Power grid:
(3 px per µm) Pins as bars on the die edge.
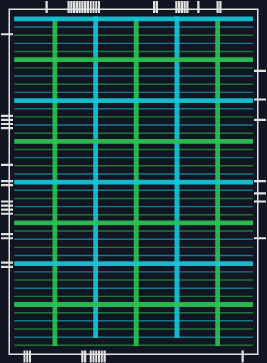
Cell classes on the final placement:
(2 px per µm) Fill, decap, tap and diode cells in grey.
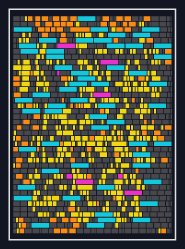
==> src/rtl/digit_draw_sequencer.sv <==
// Per-frame MM:SS digit command sequencer feeding the glyph drawer over a start/done handshake.
// Optional build macro COLON_DRAW_EN appends a colon glyph command after the four digits.
//   state     | meaning
//   S_IDLE    | waiting for frame_tick or a queued refresh
//   S_LATCH   | capture clamped time, timer state and frame colour
//   S_DIV_MIN | repeated -60 to split minutes from seconds
//   S_DIV_TEN | repeated -10 on minutes and seconds in parallel
//   S_ISSUE   | one-cycle drw_start for the current glyph
//   S_WAIT    | hold glyph until drw_done
module digit_draw_sequencer #(
    parameter int X_D0        = 120,
    parameter int X_D1        = 220,
    parameter int X_D2        = 340,
    parameter int X_D3        = 440,
    parameter int Y_DIG       = 160,
    parameter int MAX_SECONDS = 5999
) (
    input  logic        clk,
    input  logic        rst,
    input  logic [15:0] time_in,
    input  logic [1:0]  state,
    input  logic        frame_tick,
    input  logic        drw_done,
    output logic        drw_start,
    output logic [3:0]  drw_num,
    output logic [8:0]  drw_x0,
    output logic [8:0]  drw_y0,
    output logic [11:0] drw_rgb,
    output logic        busy
);

    typedef enum logic [2:0] {S_IDLE, S_LATCH, S_DIV_MIN, S_DIV_TEN, S_ISSUE, S_WAIT} fsm_t;

    localparam int X_COLON = (X_D1 + X_D2) / 2;
`ifdef COLON_DRAW_EN
    localparam logic [2:0] LAST_IDX = 3'd4;
`else
    localparam logic [2:0] LAST_IDX = 3'd3;
`endif

    fsm_t        fsm_q, fsm_d;
    logic [12:0] rem_q, rem_d;
    logic [6:0]  mins_q, mins_d;
    logic [3:0]  min_tens_q, min_tens_d, sec_tens_q, sec_tens_d;
    logic [2:0]  idx_q, idx_d;
    logic        pending_q, pending_d;
    logic [1:0]  st_q, st_d, step_q, step_d, step;
    logic [11:0] rgb_q, rgb_d;
    logic [3:0]  num_q, num_d;
    logic [8:0]  x_q, x_d, y_q, y_d;
    logic        load;

    always_ff @(posedge clk or posedge rst) begin
        if (rst) begin
            fsm_q      <= S_IDLE;
            rem_q      <= '0;
            mins_q     <= '0;
            min_tens_q <= '0;
            sec_tens_q <= '0;
            idx_q      <= '0;
            pending_q  <= 1'b0;
            st_q       <= '0;
            step_q     <= '0;
            rgb_q      <= '0;
            num_q      <= '0;
            x_q        <= '0;
            y_q        <= '0;
        end else begin
            fsm_q      <= fsm_d;
            rem_q      <= rem_d;
            mins_q     <= mins_d;
            min_tens_q <= min_tens_d;
            sec_tens_q <= sec_tens_d;
            idx_q      <= idx_d;
            pending_q  <= pending_d;
            st_q       <= st_d;
            step_q     <= step_d;
            rgb_q      <= rgb_d;
            num_q      <= num_d;
            x_q        <= x_d;
            y_q        <= y_d;
        end
    end

    always_comb begin
        fsm_d      = fsm_q;
        rem_d      = rem_q;
        mins_d     = mins_q;
        min_tens_d = min_tens_q;
        sec_tens_d = sec_tens_q;
        idx_d      = idx_q;
        pending_d  = pending_q;
        st_d       = st_q;
        step_d     = step_q;
        rgb_d      = rgb_q;
        num_d      = num_q;
        x_d        = x_q;
        y_d        = y_q;
        load       = 1'b0;
        step       = 2'd0;

        if (fsm_q != S_IDLE && frame_tick) pending_d = 1'b1;

        case (fsm_q)
            S_IDLE: begin
                if (frame_tick || pending_q) begin
                    fsm_d     = S_LATCH;
                    pending_d = 1'b0;
                end
            end
            S_LATCH: begin
                rem_d      = (time_in > 16'(MAX_SECONDS)) ? 13'(MAX_SECONDS) : time_in[12:0];
                mins_d     = '0;
                min_tens_d = '0;
                sec_tens_d = '0;
                st_d       = state;
                fsm_d      = S_DIV_MIN;
                case (state)
                    2'b00: rgb_d = 12'h0F0;
                    2'b01: rgb_d = 12'hF00;
                    2'b10: rgb_d = 12'h888;
                    default: begin
                        // Cycle restarts whenever the previous frame was not in the finished state.
                        step = (st_q == 2'b11) ? step_q : 2'd0;
                        case (step)
                            2'd0:    rgb_d = 12'h0FF;
                            2'd1:    rgb_d = 12'hF0F;
                            default: rgb_d = 12'hFF0;
                        endcase
                        step_d = (step == 2'd2) ? 2'd0 : step + 2'd1;
                    end
                endcase
            end
            S_DIV_MIN: begin
                if (rem_q >= 13'd60) begin
                    rem_d  = rem_q - 13'd60;
                    mins_d = mins_q + 7'd1;
                end else begin
                    fsm_d = S_DIV_TEN;
                end
            end
            S_DIV_TEN: begin
                if (mins_q >= 7'd10) begin
                    mins_d     = mins_q - 7'd10;
                    min_tens_d = min_tens_q + 4'd1;
                end
                if (rem_q >= 13'd10) begin
                    rem_d      = rem_q - 13'd10;
                    sec_tens_d = sec_tens_q + 4'd1;
                end
                if (mins_q < 7'd10 && rem_q < 13'd10) begin
                    fsm_d = S_ISSUE;
                    idx_d = '0;
                    load  = 1'b1;
                end
            end
            S_ISSUE: fsm_d = S_WAIT;
            S_WAIT: begin
                if (drw_done) begin
                    if (idx_q == LAST_IDX) begin
                        fsm_d = S_IDLE;
                    end else begin
                        idx_d = idx_q + 3'd1;
                        fsm_d = S_ISSUE;
                        load  = 1'b1;
                    end
                end
            end
            default: fsm_d = S_IDLE;
        endcase

        if (load) begin
            y_d = 9'(Y_DIG);
            case (idx_d)
                3'd0: begin num_d = min_tens_q;  x_d = 9'(X_D0); end
                3'd1: begin num_d = mins_q[3:0]; x_d = 9'(X_D1); end
                3'd2: begin num_d = sec_tens_q;  x_d = 9'(X_D2); end
`ifdef COLON_DRAW_EN
                3'd4: begin num_d = 4'hA;        x_d = 9'(X_COLON); end
`endif
                default: begin num_d = rem_q[3:0]; x_d = 9'(X_D3); end
            endcase
        end
    end

    assign drw_start = (fsm_q == S_ISSUE);
    assign busy      = (fsm_q != S_IDLE);
    assign drw_num   = num_q;
    assign drw_x0    = x_q;
    assign drw_y0    = y_q;
    assign drw_rgb   = rgb_q;

endmodule

==> config.mk <==
export PLATFORM = sky130hd
export DESIGN_NAME = digit_draw_sequencer
export DESIGN_NICKNAME = d
export VERILOG_FILES = /design/src/rtl/digit_draw_sequencer.sv
export SDC_FILE = /design/constraint.sdc
export NUM_CORES = 1
export LEC_CHECK = 0
export CAP_MARGIN = 20
export CELL_PAD_IN_SITES_DETAIL_PLACEMENT = 0
export CELL_PAD_IN_SITES_GLOBAL_PLACEMENT = 1
export CORE_ASPECT_RATIO = 1.4
export CORE_UTILIZATION = 40
export DETAILED_ROUTE_END_ITERATION = 10
export GPL_TIMING_DRIVEN = 0
export PLACE_DENSITY_LB_ADDON = 0.1
export SLEW_MARGIN = 20
export SYNTH_ARGS = -nofsm -noshare
export SYNTH_HDL_FRONTEND = slang
export SYNTH_SLANG_ARGS = --single-unit
==> constraint.sdc <==
create_clock -name clk -period 2.5 [get_ports clk]
set_input_delay 0.5 -clock clk [delete_from_list [all_inputs] [get_ports clk]]
set_output_delay 0.5 -clock clk [all_outputs]
set_load 0.005 [all_outputs]
==> results.txt <==
The synthesis and PnR run went through. Detail-routed net length per standard cell landed at around 16 µm. Per the layout report, the design carries 832 filler cells. In this run the top signal layer used is met4.

The skew report gives the latency at the later pin of the worst-skew pair as approximately 300 ps. The critical path is of the register to output pin type. STA classifies the critical path startpoint as a register. Async set-or-reset flop fraction in the synthesized netlist landed at 100%. Cell depth of the worst flop-to-flop path landed at 7. The worst setup path is captured at an output pin.

The timing report gives the biggest stage delay along the critical path as approximately 500 ps. For met2 alone, demand over resource in global routing was between 30 and 40%. Initial core utilization landed at between 40% and 50%. The detailed router reported a total wirelength of between 9000 and 10,000 µm. The Yosys step of the flow raised 0 warnings. TritonCTS built the clock tree.

In this run the deepest clock path goes through 2 buffers. Number of standard cells in the final layout excluding fillers landed at 600. The violation tally recorded at the end of detailed-routing iteration 0 is approximately 200. STA lists the endpoint of the worst register-to-register path as mins_q[2]. Die span in x landed at slightly above 80 µm.

The flow reports that the clock network draws 14.0% of the design power. After global routing, the most crowded layer is met2. The most common logic cell in the final layout is sky130_fd_sc_hd__dfrtp_1. The iteration count recorded for the first detailed-route pass is 4. In the final report, the number of hold violations comes to 0. The gate-level netlist out of Yosys references between 50 and 60 unique cell types.

Looking at the reg2reg group, the worst path starts from rem_q[7]. Including well taps, the total number of placed cells is just under 600. Detailed placement ended at an HPWL of around 7000 µm. The flow ran to the end, and the final reports show no timing, DRC or antenna violations. Counting flops with a built-in enable in the synthesized netlist gives 0. Number of violations of the max-capacitance limit landed at 0.

Total track usage landed at 22.3%. Wire segments on met2 add up to between 5000 and 6000 µm in the final route. Data arrives at the worst endpoint at 1920 ps. Worst hold slack landed at approximately 420 ps.

The flow reports that sequential cells draw roughly 34% of the design power. Switching portion of total power landed at 42.1%. After detailed routing, the wire length on met1 is 4180 µm.

Setup repair after global routing left no endpoint under its margin. Fraction of final layout cells sized beyond drive strength 1 landed at between 10% and 20%. The internal power of the cells totals 0.00303 W. Power per unit of standard cell area landed at about 1200 nW/µm². The kind of cell with the highest combined delay along the critical path is buffers and inverters.

Relative to the synthesized area, the layout overhead comes to 24.6%. For this design, the sink count on the clock tree is between 50 and 60. The area fraction of the largest cell type after synthesis is 38.8%. The commonest cells after synthesis are sky130_fd_sc_hd__dfrtp_1, sky130_fd_sc_hd__o21ai_0, sky130_fd_sc_hd__nor2_1. Buffers inserted during clock tree synthesis total 5.

The synthesized netlist occupies a cell area of ~3600 µm². Synthesized chip area reported by yosys landed at 3620 µm². Ranking logic cells in the layout by count gives the top entries sky130_fd_sc_hd__dfrtp_1, sky130_fd_sc_hd__o21ai_0, sky130_fd_sc_hd__clkdlybuf4s50_1, sky130_fd_sc_hd__nor2_1, sky130_fd_sc_hd__nand2_1. The final layout contains 532 nets.

Diode insertion count for antenna repair landed at 0. Traced cell by cell, the critical path runs through clkbuf_4 > clkbuf_4 > nor2_1 > and2_1 > clkdlybuf4s50_1. Per the synth stats, the flop cell with the highest instance count is sky130_fd_sc_hd__dfrtp_1. Data required time at the worst endpoint landed at around 2000 ps.

sky130_fd_sc_hd__dfrtp_1 takes more of the synthesized area than any other cell. The number of cells reported by Yosys stat comes to around 430. Remaining number of nets flagged by the antenna check after routing landed at 0.
## Picture notes: 'power grid'
colour	net
green	VSS
cyan	VDD
met4 straps	5
met1 rails	41
signal pins	58
rows	40
met5 straps	8
Peak supply drop: 0.535 mV
Core Box Area: 8660 µm²

## Picture notes: 'cell classes on the final placement'
colour	class	cells
orange	other buffers and delay cells	91
yellow	all other logic	340
cyan	flip-flops	56
magenta	clock drivers and dummy loads	8

registers in the layout, summed over array words and instances, names as in the netlist:
signal      count
drw_x0          7
pending_q       1
drw_num         4
idx_q           3
rem_q          13
mins_q          7
step_q          2
min_tens_q      4
drw_rgb         6
st_q            2
sec_tens_q      4
fsm_q           3
kinds of logic after synthesis:
group / share of synthesized area, %
and+or+nand+nor: 19.9
other: 0.104
buffers and inverters: 7.65
DFF: 38.8
AOI/OAI and AO/OA: 23.8
xor gates and xnor gates: 1.94
muxes: 2.32
adders and majority gates: 5.54
layout make-up:
type	count	area, µm²	area share [%]
buffer	37	221	4.91
clock buffer	6	129	2.86
clock inverter	2	16.3	0.361
inverter	16	62.6	1.39
multi-input combinational	324	2000	44.3
sequential	56	1400	31.1
tap	105	131	2.92
timing repair buffer	54	546	12.1
Power figures rest on the tool's default switching activity, not on a simulated workload.
